[config.mk]
export PLATFORM = sky130hd
export DESIGN_NAME = keypad_scan
export DESIGN_NICKNAME = d
export VERILOG_FILES = /design/src/rtl/keypad_pkg.sv /design/src/rtl/keypad_scan_tick.sv /design/src/rtl/keypad_scan.sv
export SDC_FILE = /design/constraint.sdc
export NUM_CORES = 1
export LEC_CHECK = 0
export CORE_ASPECT_RATIO = 0.8
export CORE_MARGIN = 2
export CORE_UTILIZATION = 40
export CTS_BUF_LIST = sky130_fd_sc_hd__clkbuf_16
export CTS_CLUSTER_SIZE = 30
export DETAILED_ROUTE_END_ITERATION = 8
export PLACE_DENSITY = 0.56
export SYNTH_ARGS = -nofsm -noshare
export SYNTH_HDL_FRONTEND = slang
export SYNTH_HIERARCHICAL = 1
export SYNTH_SLANG_ARGS = --single-unit
[constraint.sdc]
create_clock -name clk -period 4.3 [get_ports clk]
set_input_delay 0.86 -clock clk [delete_from_list [all_inputs] [get_ports clk]]
set_output_delay 0.86 -clock clk [all_outputs]
set_load 0.02 [all_outputs]
[src/rtl/keypad_pkg.sv]
// Shared encodings for the keypad scanner: FSM states, frame classes and
// small helpers that reduce one column's row sample.
package keypad_pkg;

    // FSM state encoding (2 bits)
    localparam logic [1:0] ST_IDLE     = 2'd0;
    localparam logic [1:0] ST_DEBOUNCE = 2'd1;
    localparam logic [1:0] ST_PRESSED  = 2'd2;
    localparam logic [1:0] ST_RELEASE  = 2'd3;

    // Frame classification over all 16 key positions
    localparam logic [1:0] FR_NONE   = 2'd0;
    localparam logic [1:0] FR_SINGLE = 2'd1;
    localparam logic [1:0] FR_MULTI  = 2'd2;

    // Number of asserted bits in a 4-bit active-high row vector.
    function automatic logic [2:0] count_low(input logic [3:0] v);
        logic [2:0] n;
        n = 3'd0;
        for (int i = 0; i < 4; i++) begin
            n = n + {2'b00, v[i]};
        end
        return n;
    endfunction

    // Index of the lowest asserted bit; only meaningful when v != 0.
    function automatic logic [1:0] first_low(input logic [3:0] v);
        logic [1:0] idx;
        idx = 2'd0;
        for (int i = 3; i >= 0; i--) begin
            if (v[i]) idx = 2'(i);
        end
        return idx;
    endfunction

endpackage

[src/rtl/keypad_scan_tick.sv]
// Column dwell divider: one-clock tick every SCAN_DIV clocks, counter
// runs 0..SCAN_DIV-1 and wraps.
module scan_tick #(
    parameter int SCAN_DIV = 500
) (
    input  logic clk,
    input  logic rst,
    output logic tick
);

    localparam int CW = (SCAN_DIV > 1) ? $clog2(SCAN_DIV) : 1;
    localparam logic [CW-1:0] LAST = CW'(SCAN_DIV - 1);

    logic [CW-1:0] cnt_q;
    logic [CW-1:0] cnt_d;

    // Next count: wrap to zero after the last dwell clock
    always_comb begin
        cnt_d = (cnt_q == LAST) ? '0 : cnt_q + 1'b1;
    end

    // Divider counter register
    always_ff @(posedge clk or posedge rst) begin
        if (rst) cnt_q <= '0;
        else     cnt_q <= cnt_d;
    end

    assign tick = (cnt_q == LAST);

endmodule

[src/rtl/keypad_scan.sv]
// 4x4 matrix keypad scanner. Drives one active-low column per dwell,
// collects the synchronized rows into a frame, classifies the frame as
// NONE/SINGLE/MULTI and debounces presses and releases frame by frame.
//
// Output handshake: key_valid is a one-clock strobe, qualified by nothing
// else; key_code is valid whenever key_valid is high and holds its value
// until the next strobe. There is no back-pressure.
module keypad_scan
    import keypad_pkg::*;
#(
    parameter int SCAN_DIV = 500,
    parameter int DEBOUNCE = 4
) (
    input  logic       clk,
    input  logic       rst,
    input  logic [3:0] row,
    output logic [3:0] col,
    output logic [3:0] key_code,
    output logic       key_valid,
    output logic       key_held,
    output logic [1:0] dbg_state_o
);

    localparam logic [3:0] DEB_C = 4'(DEBOUNCE);

    logic       tick;
    logic [3:0] row_s1_q, row_s2_q;
    logic [1:0] col_idx_q, col_idx_d;
    logic [1:0] acc_cnt_q, acc_cnt_d;
    logic [3:0] acc_code_q, acc_code_d;
    logic [1:0] state_q, state_d;
    logic [3:0] count_q, count_d;
    logic [3:0] cand_q, cand_d;
    logic [3:0] key_code_q, key_code_d;
    logic       key_valid_q, key_valid_d;
    logic       key_held_q, key_held_d;

    logic [3:0] row_low;
    logic [2:0] col_cnt;
    logic [3:0] sum_cnt;
    logic [1:0] sat_cnt;
    logic [3:0] samp_code;
    logic       frame_end;
    logic [1:0] frame_cls;
    logic [3:0] count_inc;

    scan_tick #(.SCAN_DIV(SCAN_DIV)) u_tick (
        .clk  (clk),
        .rst  (rst),
        .tick (tick)
    );

    // Two-flop synchronizer for the asynchronous row lines
    always_ff @(posedge clk or posedge rst) begin
        if (rst) begin
            row_s1_q <= 4'b1111;
            row_s2_q <= 4'b1111;
        end else begin
            row_s1_q <= row;
            row_s2_q <= row_s1_q;
        end
    end

    // Reduce this column's sample and merge it with the frame so far;
    // the population saturates at 2 because MULTI needs no finer count
    always_comb begin
        row_low   = ~row_s2_q;
        col_cnt   = count_low(row_low);
        sum_cnt   = {2'b00, acc_cnt_q} + {1'b0, col_cnt};
        sat_cnt   = (sum_cnt >= 4'd2) ? 2'd2 : sum_cnt[1:0];
        samp_code = (acc_cnt_q == 2'd0) ? {col_idx_q, first_low(row_low)} : acc_code_q;
        frame_end = tick && (col_idx_q == 2'd3);
        case (sat_cnt)
            2'd0:    frame_cls = FR_NONE;
            2'd1:    frame_cls = FR_SINGLE;
            default: frame_cls = FR_MULTI;
        endcase
    end

    // Column advance and frame accumulator next-state
    always_comb begin
        col_idx_d  = col_idx_q;
        acc_cnt_d  = acc_cnt_q;
        acc_code_d = acc_code_q;
        if (tick) begin
            col_idx_d = col_idx_q + 2'd1;
            if (frame_end) begin
                acc_cnt_d  = 2'd0;
                acc_code_d = 4'd0;
            end else begin
                acc_cnt_d  = sat_cnt;
                acc_code_d = samp_code;
            end
        end
    end

    // Scan position and frame accumulator registers
    always_ff @(posedge clk or posedge rst) begin
        if (rst) begin
            col_idx_q  <= 2'd0;
            acc_cnt_q  <= 2'd0;
            acc_code_q <= 4'd0;
        end else begin
            col_idx_q  <= col_idx_d;
            acc_cnt_q  <= acc_cnt_d;
            acc_code_q <= acc_code_d;
        end
    end

    // Debounce FSM: only a frame end can move it
    always_comb begin
        state_d     = state_q;
        count_d     = count_q;
        cand_d      = cand_q;
        key_code_d  = key_code_q;
        key_valid_d = 1'b0;
        key_held_d  = key_held_q;
        count_inc   = count_q + 4'd1;
        if (frame_end) begin
            case (state_q)
                ST_IDLE: begin
                    if (frame_cls == FR_SINGLE) begin
                        cand_d  = samp_code;
                        count_d = 4'd1;
                        if (DEB_C == 4'd1) begin
                            key_code_d  = samp_code;
                            key_valid_d = 1'b1;
                            key_held_d  = 1'b1;
                            state_d     = ST_PRESSED;
                        end else begin
                            state_d = ST_DEBOUNCE;
                        end
                    end
                end
                ST_DEBOUNCE: begin
                    if (frame_cls == FR_SINGLE && samp_code == cand_q) begin
                        count_d = count_inc;
                        if (count_inc == DEB_C) begin
                            key_code_d  = cand_q;
                            key_valid_d = 1'b1;
                            key_held_d  = 1'b1;
                            state_d     = ST_PRESSED;
                        end
                    end else begin
                        count_d = 4'd0;
                        state_d = ST_IDLE;
                    end
                end
                ST_PRESSED: begin
                    // Extra keys while held are ignored until a clean release
                    if (frame_cls == FR_NONE) begin
                        if (DEB_C == 4'd1) begin
                            count_d    = 4'd0;
                            key_held_d = 1'b0;
                            state_d    = ST_IDLE;
                        end else begin
                            count_d = 4'd1;
                            state_d = ST_RELEASE;
                        end
                    end
                end
                ST_RELEASE: begin
                    if (frame_cls == FR_NONE) begin
                        count_d = count_inc;
                        if (count_inc == DEB_C) begin
                            count_d    = 4'd0;
                            key_held_d = 1'b0;
                            state_d    = ST_IDLE;
                        end
                    end else begin
                        count_d = 4'd0;
                        state_d = ST_PRESSED;
                    end
                end
                default: begin
                    count_d = 4'd0;
                    state_d = ST_IDLE;
                end
            endcase
        end
    end

    // FSM and output registers
    always_ff @(posedge clk or posedge rst) begin
        if (rst) begin
            state_q     <= ST_IDLE;
            count_q     <= 4'd0;
            cand_q      <= 4'd0;
            key_code_q  <= 4'd0;
            key_valid_q <= 1'b0;
            key_held_q  <= 1'b0;
        end else begin
            state_q     <= state_d;
            count_q     <= count_d;
            cand_q      <= cand_d;
            key_code_q  <= key_code_d;
            key_valid_q <= key_valid_d;
            key_held_q  <= key_held_d;
        end
    end

    assign col         = ~(4'b0001 << col_idx_q);
    assign key_code    = key_code_q;
    assign key_valid   = key_valid_q;
    assign key_held    = key_held_q;
    assign dbg_state_o = state_q;

endmodule

==> results_tabular.tex, run 1 <==
% Table of physical implementation metrics
\begin{tabular}{lr}
\hline
Metric & Value \\
\hline
\multicolumn{2}{l}{\textbf{Status}} \\
\quad Run status & completed \\
\multicolumn{2}{l}{\textbf{Detailed routing}} \\
\quad Final routed DRC violation total & 0 \\
\quad ANT nets after route & 0 \\
\quad Number of vias in the routed layout & 1599 \\
\quad Vias/cell & 5.48 \\
\quad DR iter-0 viols & 104 \\
\quad Drt pass-1 iters & 5 \\
\multicolumn{2}{l}{\textbf{Die}} \\
\quad Die width & 86.3 um \\
\quad Initial Util & 42.4\% \\
\quad Chip area & 6030 um2 \\
\quad Row Count & 23 \\
\quad Count of pins on the block boundary & 18 \\
\quad Height of the chip & 69.9 um \\
\multicolumn{2}{l}{\textbf{Logic synthesis}} \\
\quad Post-synthesis instance area & 2170 um2 \\
\quad Proportion of netlist area held by the largest area contributor & 38.1\% \\
\quad Count of flip-flops with a built-in enable after synthesis & 0 \\
\quad Most numerous cell types in the synthesized netlist & sky130\_fd\_sc\_hd\_\_dfrtp\_1, sky130\_fd\_sc\_hd\_\_nand2\_1, sky130\_fd\_sc\_hd\_\_inv\_1 \\
\quad Synth top cell by count & sky130\_fd\_sc\_hd\_\_dfrtp\_1 \\
\quad Synth cell types & 57 \\
\quad Number of warning messages in the yosys log & 6 \\
\quad Average cell area after synthesis & 10.3 um2 \\
\quad Main area contributors & sky130\_fd\_sc\_hd\_\_dfrtp\_1, sky130\_fd\_sc\_hd\_\_dfstp\_2, sky130\_fd\_sc\_hd\_\_ha\_1 \\
\quad Instance tally after logic synthesis & 210 \\
\quad Net count entering floorplan & 226 \\
\quad Chip area line of the yosys report & 2170 um2 \\
\quad Synth flops & 41 \\
\quad Yosys stat cell total & 210 \\
\quad Dominant cell type by area after synthesis & sky130\_fd\_sc\_hd\_\_dfrtp\_1 \\
\quad Post-synth ARST share & 100\% \\
\quad Fraction of the yosys area taken by sequential cells & 47.8\% \\
\multicolumn{2}{l}{\textbf{Setup path}} \\
\quad Data arrival time of the critical path & 3.88 ns \\
\quad Crit path cell chain & inv\_1 > fa\_1 > inv\_1 > fa\_1 > fa\_1 > nor2\_1 > and4\_1 > o31ai\_1 > or3\_4 > nor4\_4 > mux2\_2 \\
\quad Maximum net fanout on the critical path & 6 \\
\quad Destination of the critical timing path & key\_code[1] \\
\quad Slowest cell delay on critical path & 0.50 ns \\
\quad Worst reg2reg path endpoint & key\_code[1] \\
\quad Crit path DRT & 4.46 ns \\
\quad Startpoint type of the worst setup path & flip-flop \\
\quad Startpoint of the most critical register-to-register path & acc\_cnt\_q[0] \\
\quad Most frequent cell on the critical path & sky130\_fd\_sc\_hd\_\_fa\_1 \\
\quad CP Capture Type & flip-flop \\
\quad Worst path slowest cell & sky130\_fd\_sc\_hd\_\_fa\_1 \\
\quad Worst setup path class & reg2reg \\
\quad Reg2Reg Setup Slack & 0.58 ns \\
\quad Path depth of the worst reg2reg path & 11 \\
\multicolumn{2}{l}{\textbf{Pwr}} \\
\quad Leakage Power & 1.12 nW \\
\quad Pwr per Cell Area & 350 nW/um2 \\
\quad Total power after layout & 0.000902 W \\
\quad IR drop worst, VDD & 180 uV \\
\multicolumn{2}{l}{\textbf{Clocking}} \\
\quad Count of buffers added by post-CTS timing repair for setup & 0 \\
\quad Total clock sinks & 41 \\
\quad CTS buffer count & 5 \\
\quad Total of hold buffers inserted after clock tree synthesis & 0 \\
\quad Clock-pin slew on the worst setup and hold paths & 0.06 ns \\
\quad Insertion Delay late pin & 0.28 ns \\
\quad Clock H-tree levels & 2 \\
\quad TritonCTS clock tree & done \\
\quad Resized Gates After CTS & 0 \\
\quad Buffer cell driving the clock tree root & sky130\_fd\_sc\_hd\_\_clkbuf\_16 \\
\multicolumn{2}{l}{\textbf{Cells and area}} \\
\quad Layout Area Growth over Synthesis & 18.9\% \\
\quad \# diodes & 0 \\
\quad Final \#Nets & 245 \\
\quad Finished Cell Area & 2580 um2 \\
\multicolumn{2}{l}{\textbf{Final timing}} \\
\quad Setup repair after global routing missed its margin & no \\
\quad Worst slew margin & 34.3\% \\
\quad Share of the clock period used by the worst path & 86.5\% \\
\quad Least-Margin Pin Slew & 0.985 ns \\
\quad Final Max Tran Viols & 0 \\
\quad Final setup skew & 0.00646 ns \\
\quad Min Tclk post-route & 3.72 ns \\
\quad TNS Setup & 0 ns \\
\quad Final Setup Violations & 0 \\
\quad Highest clock frequency the design can meet & 269 MHz \\
\quad Count of endpoints failing hold in the final timing report & 0 \\
\multicolumn{2}{l}{\textbf{GRT}} \\
\quad Grt total ovfl & 0 \\
\quad Global-route usage over all layers & 15.8\% \\
\quad Largest net degree at the start of global routing & 27 \\
\quad Number of global-route vias before repair & 1589 \\
\multicolumn{2}{l}{\textbf{Run}} \\
\quad Number of warnings in the stage logs & 30 \\
\quad Max-cap violation count & 0 \\
\multicolumn{2}{l}{\textbf{Placement}} \\
\quad Final weighted congestion of routability-driven global placement & 0.780 \\
\quad Placed wire-length estimate & 3060 um \\
\quad \# port buffers & 17 \\
\quad Placed Cells incl. Taps & 284 \\
\quad Instance area after placement & 2390 um2 \\
\multicolumn{2}{l}{\textbf{Worst hold path}} \\
\quad Min-Delay Path Class & reg2reg \\
\hline
\end{tabular}
==> run 1: worst min path at each step <==
stage | slack [ns] | to | depth (start not counted) | start
2_1_floorplan | 0.35 | row_s2_q[0] | 0 | row_s1_q[0]
3_3_place_gp | 0.35 | row_s2_q[1] | 0 | row_s1_q[1]
3_5_place_dp | 0.35 | row_s2_q[1] | 0 | row_s1_q[1]
4_1_cts | 0.36 | row_s2_q[1] | 0 | row_s1_q[1]
5_1_grt | 0.36 | row_s2_q[0] | 0 | row_s1_q[0]
6_report | 0.35 | row_s2_q[1] | 0 | row_s1_q[1]
==> run 1: area by class of cell <==
type | count | area (um2)
tap | 62 | 77.6
inverter | 19 | 71.3
timing repair buffer | 19 | 185
clock inverter | 3 | 65.1
sequential | 41 | 1040
multi-input combinational | 143 | 1020
clock buffer | 5 | 125
fill | 458 | 2540
==> run 1: worst max-delay path: cells and delay by family (launching register included) <==
family,cells,cell delay [ns]
compound gates,1,0.09
fa+ha+maj,3,1.32
buf+inv,2,0.14
flops,1,0.42
mux,1,0.39
simple gates,4,1.23
==> run 1: sequential cells by signal, indices dropped and copies added, names as in the netlist, 2 cells and up <==
name / cells
u_tick/cnt_q: 9
acc_code_q: 4
cand_q: 4
count_q: 4
key_code: 4
row_s1_q: 4
row_s2_q: 4
acc_cnt_q: 2
col_idx_q: 2
dbg_state_o: 2
==> run 1: per-stage QoR <==
stage | worst slack [ns] | hold slack (ns)
global route | 0.388 | 0.360
detailed placement | 0.577 | 0.347
CTS | 0.572 | 0.356
global placement | 0.718 | 0.345
finish | 0.579 | 0.355
floorplan | 0.854 | 0.345
==> run 1: cell usage in the layout, fill, tap and decap left out, types with 4 or more instances in the layout <==
cell type	n
sky130_fd_sc_hd__dfrtp_1	33
sky130_fd_sc_hd__nand2_1	23
sky130_fd_sc_hd__inv_1	19
sky130_fd_sc_hd__clkdlybuf4s50_1	17
sky130_fd_sc_hd__o21ai_0	12
sky130_fd_sc_hd__dfstp_2	8
sky130_fd_sc_hd__a21oi_1	7
sky130_fd_sc_hd__nor2_1	7
sky130_fd_sc_hd__ha_1	7
sky130_fd_sc_hd__o22ai_1	6
sky130_fd_sc_hd__nand3_1	5
sky130_fd_sc_hd__nand2b_1	5
sky130_fd_sc_hd__mux2_2	5
sky130_fd_sc_hd__clkbuf_16	5
sky130_fd_sc_hd__nor2b_1	4
==> run 1: metal layers <==
metal	vias to the layer above	global-route usage, %	part of all wire [%]
li1	780	-	-
met1	777	22.6	49
met2	38	23.1	46
met3	4	4.37	3.9
met4	0	5.38	1.0
met5	-	0	0
==> run 1: report_power, final <==
part	switching, W	total, W	internal, W
registers	0.00000274	0.000396	0.000393
clock network	0.000142	0.000474	0.000331
logic	0.0000195	0.0000322	0.0000127
total	0.000165	0.000902	0.000737
==> run 1: kinds of logic (layout without fill, tap and decap cells) <==
family / count (synthesis) / count (layout) / synth area share (%)
AND-OR/OR-AND: 46 / 46 / 14.0
XOR/XNOR: 6 / 6 / 2.42
adder cells (fa/ha/maj): 10 / 10 / 6.81
buffers and inverters: 26 / 46 / 5.31
flip-flops: 41 / 41 / 47.8
multiplexers: 8 / 8 / 3.98
AND/OR/NAND/NOR: 73 / 73 / 19.7
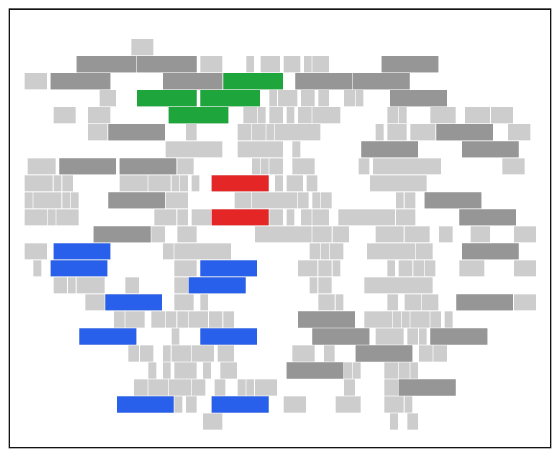
**Above:** run 1 (register map, names as in the netlist).
Other sequential cells in the stronger gray, the rest of the logic in the fainter gray.
legend:
  row_s2_q:
    color: green
    sequential_cells: 4
  acc_cnt_q:
    color: red
    sequential_cells: 2
  u_tick/cnt_q:
    color: blue
    sequential_cells: 9
not colored: 26
Layout Utilization: 50.3%
Storage cell area: 1040 um2
seq pwr: 0.000396 W
sequential fraction of total cell area: 40.2%

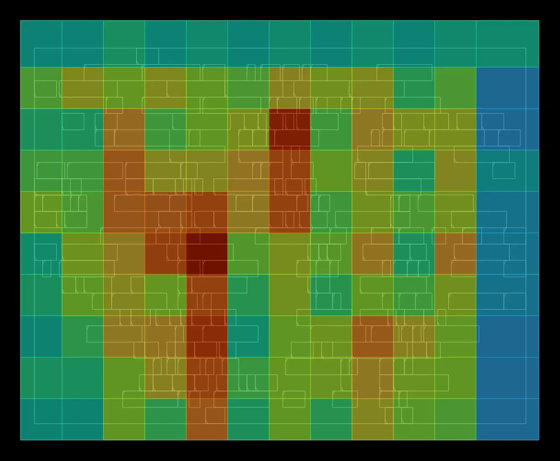
**Above:** run 1 (track usage over the die).
met2 capacity usage during global routing: 23.1%
met1 Track Usage GR: 22.6%
met3 track demand over resource in global routing: 4.37%
wire length per cell: 14.8 um
Most Used Layer, Global Route: met2

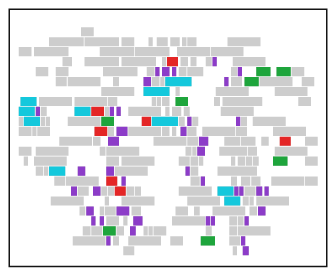
**Above:** run 1 (logic cells by family).
legend:
  mux cells:
    color: green
    cells: 8
    most_used: mux2_2
  nand cells:
    color: purple
    cells: 41
    most_used: nand2_1
  fa/ha/maj cells:
    color: cyan
    cells: 10
    most_used: ha_1
  non-inverting ao/oa cells:
    color: red
    cells: 7

==> run 2: changes to the inputs <==
--- a/config.mk
+++ b/config.mk
@@ -11,7 +11,6 @@
 export CTS_BUF_LIST = sky130_fd_sc_hd__clkbuf_16
 export CTS_CLUSTER_SIZE = 30
 export DETAILED_ROUTE_END_ITERATION = 8
-export PLACE_DENSITY = 0.56
 export SYNTH_ARGS = -nofsm -noshare
 export SYNTH_HDL_FRONTEND = slang
 export SYNTH_HIERARCHICAL = 1
==> constraint.sdc (replaced) <==
create_clock -name clk -period 4.3 [get_ports clk]
set_input_delay 0.86 -clock clk [delete_from_list [all_inputs] [get_ports clk]]
set_output_delay 0.86 -clock clk [all_outputs]
set_load 0.05 [all_outputs]
==> results_tabular.tex, run 2 <==
% Table of physical implementation metrics
\begin{tabular}{lr}
\hline
Metric & Value \\
\hline
\multicolumn{2}{l}{\textbf{Die}} \\
\quad Initial Util & 42.4\% (unchanged) \\
\quad Row Count & 23 (unchanged) \\
\quad Height of the chip & 69.9 um (unchanged) \\
\quad Count of pins on the block boundary & 18 (unchanged) \\
\multicolumn{2}{l}{\textbf{Setup path}} \\
\quad Worst path slowest cell & sky130\_fd\_sc\_hd\_\_fa\_1 (unchanged) \\
\quad Buf+Inv Stages, Crit Path & 2 (unchanged) \\
\quad CP Capture Type & flip-flop (unchanged) \\
\quad Cell depth of the worst setup path & 11 (unchanged) \\
\quad Startpoint type of the worst setup path & flip-flop (unchanged) \\
\quad Slowest cell delay on critical path & 0.50 ns (about the same) \\
\quad Maximum net fanout on the critical path & 6 (unchanged) \\
\quad Crit path DRT & 4.46 ns (about the same) \\
\quad Data arrival time of the critical path & 3.88 ns (about the same) \\
\quad Crit path cell chain & inv\_1 > fa\_1 > inv\_1 > fa\_1 > fa\_1 > nor2\_1 > and4\_1 > o31ai\_1 > or3\_4 > nor4\_4 > mux2\_2 (unchanged) \\
\multicolumn{2}{l}{\textbf{Clocking}} \\
\quad Count of buffers added by post-CTS timing repair for setup & 0 (unchanged) \\
\quad Insertion Delay late pin & 0.28 ns (about the same) \\
\quad Clock H-tree levels & 2 (unchanged) \\
\quad Buffer cell driving the clock tree root & sky130\_fd\_sc\_hd\_\_clkbuf\_16 (unchanged) \\
\quad Total clock sinks & 41 (unchanged) \\
\quad Clock-pin slew on the worst setup and hold paths & 0.05 ns (was 0.06 ns) \\
\quad Total of hold buffers inserted after clock tree synthesis & 0 (unchanged) \\
\multicolumn{2}{l}{\textbf{Final timing}} \\
\quad Worst slew margin & 33.3\% (was 34.3\%) \\
\quad Setup repair after global routing missed its margin & no (unchanged) \\
\quad Share of the clock period used by the worst path & 86.5\% (about the same) \\
\quad Least-Margin Pin Slew & 0.999 ns (was 0.985 ns) \\
\quad Min setup slack post-route & 0.580 ns (was 0.579 ns) \\
\quad TNS Setup & 0 ns (unchanged) \\
\quad Min Tclk post-route & 3.72 ns (about the same) \\
\quad Final setup skew & 0.00457 ns (was 0.00646 ns) \\
\multicolumn{2}{l}{\textbf{Logic synthesis}} \\
\quad Net count entering floorplan & 226 (unchanged) \\
\quad Main area contributors & sky130\_fd\_sc\_hd\_\_dfrtp\_1, sky130\_fd\_sc\_hd\_\_dfstp\_2, sky130\_fd\_sc\_hd\_\_ha\_1 (unchanged) \\
\quad Synth Area in Simple Gates & 19.7\% (unchanged) \\
\quad Yosys stat cell total & 210 (unchanged) \\
\quad Number of warning messages in the yosys log & 6 (unchanged) \\
\quad Comb area leader & simple AND/OR/NAND/NOR gates (unchanged) \\
\quad Synth cell types & 57 (unchanged) \\
\quad Fraction of the yosys area taken by sequential cells & 47.8\% (unchanged) \\
\quad Post-synthesis compound-gate area fraction & 14.0\% (unchanged) \\
\quad Multiplexer share & 3.98\% (unchanged) \\
\quad Dominant cell type by area after synthesis & sky130\_fd\_sc\_hd\_\_dfrtp\_1 (unchanged) \\
\quad Area fraction in full adders, half adders and majority gates & 6.81\% (unchanged) \\
\quad Post-synthesis share of cell area spent on xor and xnor gates & 2.42\% (unchanged) \\
\quad Most numerous cell types in the synthesized netlist & sky130\_fd\_sc\_hd\_\_dfrtp\_1, sky130\_fd\_sc\_hd\_\_nand2\_1, sky130\_fd\_sc\_hd\_\_inv\_1 (unchanged) \\
\quad Synth flops & 41 (unchanged) \\
\quad Instance tally after logic synthesis & 210 (unchanged) \\
\quad Average cell area after synthesis & 10.3 um2 (unchanged) \\
\quad Count of flip-flops with a built-in enable after synthesis & 0 (unchanged) \\
\multicolumn{2}{l}{\textbf{Cells and area}} \\
\quad FILL cells & 481 (was 458) \\
\quad Finished Cell Area & 2530 um2 (was 2580 um2) \\
\quad \# diodes & 0 (unchanged) \\
\quad Logic area & 1020 um2 (unchanged) \\
\quad Final \#Nets & 246 (was 245) \\
\quad Storage cell area & 1040 um2 (unchanged) \\
\quad Max FFs per register & 9 (unchanged) \\
\quad Layout Area Growth over Synthesis & 16.8\% (was 18.9\%) \\
\multicolumn{2}{l}{\textbf{GRT}} \\
\quad Number of global-route vias before repair & 1482 (was 1589) \\
\quad Grt total ovfl & 0 (unchanged) \\
\multicolumn{2}{l}{\textbf{Placement}} \\
\quad Placed wire-length estimate & 2810 um (was 3060 um) \\
\quad Worst slack, placed & 0.629 ns (was 0.577 ns) \\
\quad Final weighted congestion of routability-driven global placement & 0.780 (about the same) \\
\quad Instance area after placement & 2400 um2 (was 2390 um2) \\
\multicolumn{2}{l}{\textbf{Detailed routing}} \\
\quad ANT nets after route & 0 (unchanged) \\
\quad Vias/cell & 5.26 (was 5.48) \\
\quad Final routed DRC violation total & 0 (unchanged) \\
\multicolumn{2}{l}{\textbf{Pwr}} \\
\quad Pwr per Cell Area & 307 nW/um2 (was 350 nW/um2) \\
\quad IR drop worst, VDD & 186 uV (was 180 uV) \\
\multicolumn{2}{l}{\textbf{Status}} \\
\quad Run status & completed (unchanged) \\
\multicolumn{2}{l}{\textbf{Run}} \\
\quad Max-cap violation count & 0 (unchanged) \\
\quad Number of warnings in the stage logs & 30 (unchanged) \\
\multicolumn{2}{l}{\textbf{Worst hold path}} \\
\quad Hold depth & 0 (unchanged) \\
\quad Min-Delay Path Class & reg2reg (unchanged) \\
\hline
\end{tabular}
==> run 2: cell types whose count changed in the layout (fill, tap and decap cells not counted) <==
cell                        delta
sky130_fd_sc_hd__clkinv_2      +1
sky130_fd_sc_hd__bufinv_16     -2
sky130_fd_sc_hd__buf_4         +1
sky130_fd_sc_hd__inv_1         +1
==> run 2: worst paths after layout <==
kind | start | to | slack (ns)
setup / recovery | acc_cnt_q[0] | key_code[1] | 0.58
min in group asynchronous | rst | u_tick/cnt_q[5] | 0.87
hold / removal | row_s1_q[3] | row_s2_q[3] | 0.35
setup reg to reg | acc_cnt_q[0] | key_code[1] | 0.58
max in group asynchronous | rst | row_s2_q[1] | 2.41
hold reg to reg | row_s1_q[3] | row_s2_q[3] | 0.35
==> run 2: area by class of cell <==
class,count,area share (%)
Multi-Input combinational cell,143,40.2
Tap cell,62,3.06
Timing Repair Buffer,20,7.60
Sequential cell,41,40.9
Inverter,19,2.81
Clock inverter,3,0.543
Clock buffer,5,4.94
==> run 2: worst reg2reg max path: stages (launching register included) <==
cell                      delay (ns)
sky130_fd_sc_hd__dfrtp_1        0.41
sky130_fd_sc_hd__inv_1          0.10
sky130_fd_sc_hd__fa_1           0.50
sky130_fd_sc_hd__inv_1          0.05
sky130_fd_sc_hd__fa_1           0.37
sky130_fd_sc_hd__fa_1           0.45
sky130_fd_sc_hd__nor2_1         0.33
sky130_fd_sc_hd__and4_1         0.24
sky130_fd_sc_hd__o31ai_1        0.10
sky130_fd_sc_hd__or3_4          0.39
sky130_fd_sc_hd__nor4_4         0.29
sky130_fd_sc_hd__mux2_2         0.38
==> run 2: per-layer routing <==
layer | global-route usage, % | routed length [um] | up-vias
li1 | - | - | 780
met1 | 21.1 | 2040 | 735
met2 | 20.4 | 1700 | 21
met3 | 5.20 | 133 | 4
met4 | 4.17 | 52 | 0
met5 | 0 | 0 | -
==> run 2: logic make-up (layout without fill, tap and decap cells) <==
logic type      Yosys count  in the layout
xor+xnor                  6              6
compound gates           46             46
flops                    41             41
buf+inv                  26             47
simple gates             73             73
fa+ha+maj                10             10
mux                       8              8
==> run 2: power by group <==
group | switching (W) | leakage, nW | internal [W]
Sequential | 0.00000276 | 0.531 | 0.000393
Clock | 0.000138 | 0.0748 | 0.000210
Combinational | 0.0000200 | 0.503 | 0.0000133
Total | 0.000161 | 1.11 | 0.000617
==> run 2: stage by stage <==
step	util, %	hold WS (ns)	std cells	total power [W]
4_1_cts	49.5	0.355	293	0.000790
5_1_grt	49.5	0.360	293	0.000810
2_1_floorplan	-	0.345	210	0.000423
3_5_place_dp	46.8	0.347	285	0.000436
3_3_place_gp	46.8	0.346	285	0.000435
6_report	49.5	0.355	293	0.000777
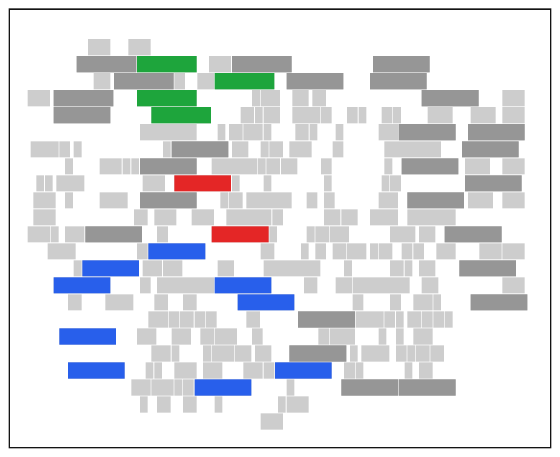
**Above:** run 2 (register map, names as in the netlist).
Other sequential cells in the stronger gray, the rest of the logic in the fainter gray.
Layout Utilization: 49.5%
sequential fraction of total cell area: 40.9%

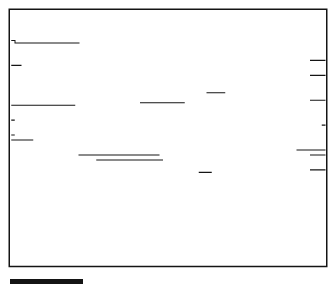
**Above:** run 2 (metal 3).
Scale bar: 20 um.
wire length on this layer: 134 um
main direction: horizontal
share of all routed wire: 3.4%
nets with wire on the layer: 15
number of vias in the routed layout: 1540
met3 track demand over resource in global routing: 5.20%
aggregate routed wire length: 3930 um

No activity file was given, so power comes from the tool's default toggle rates.
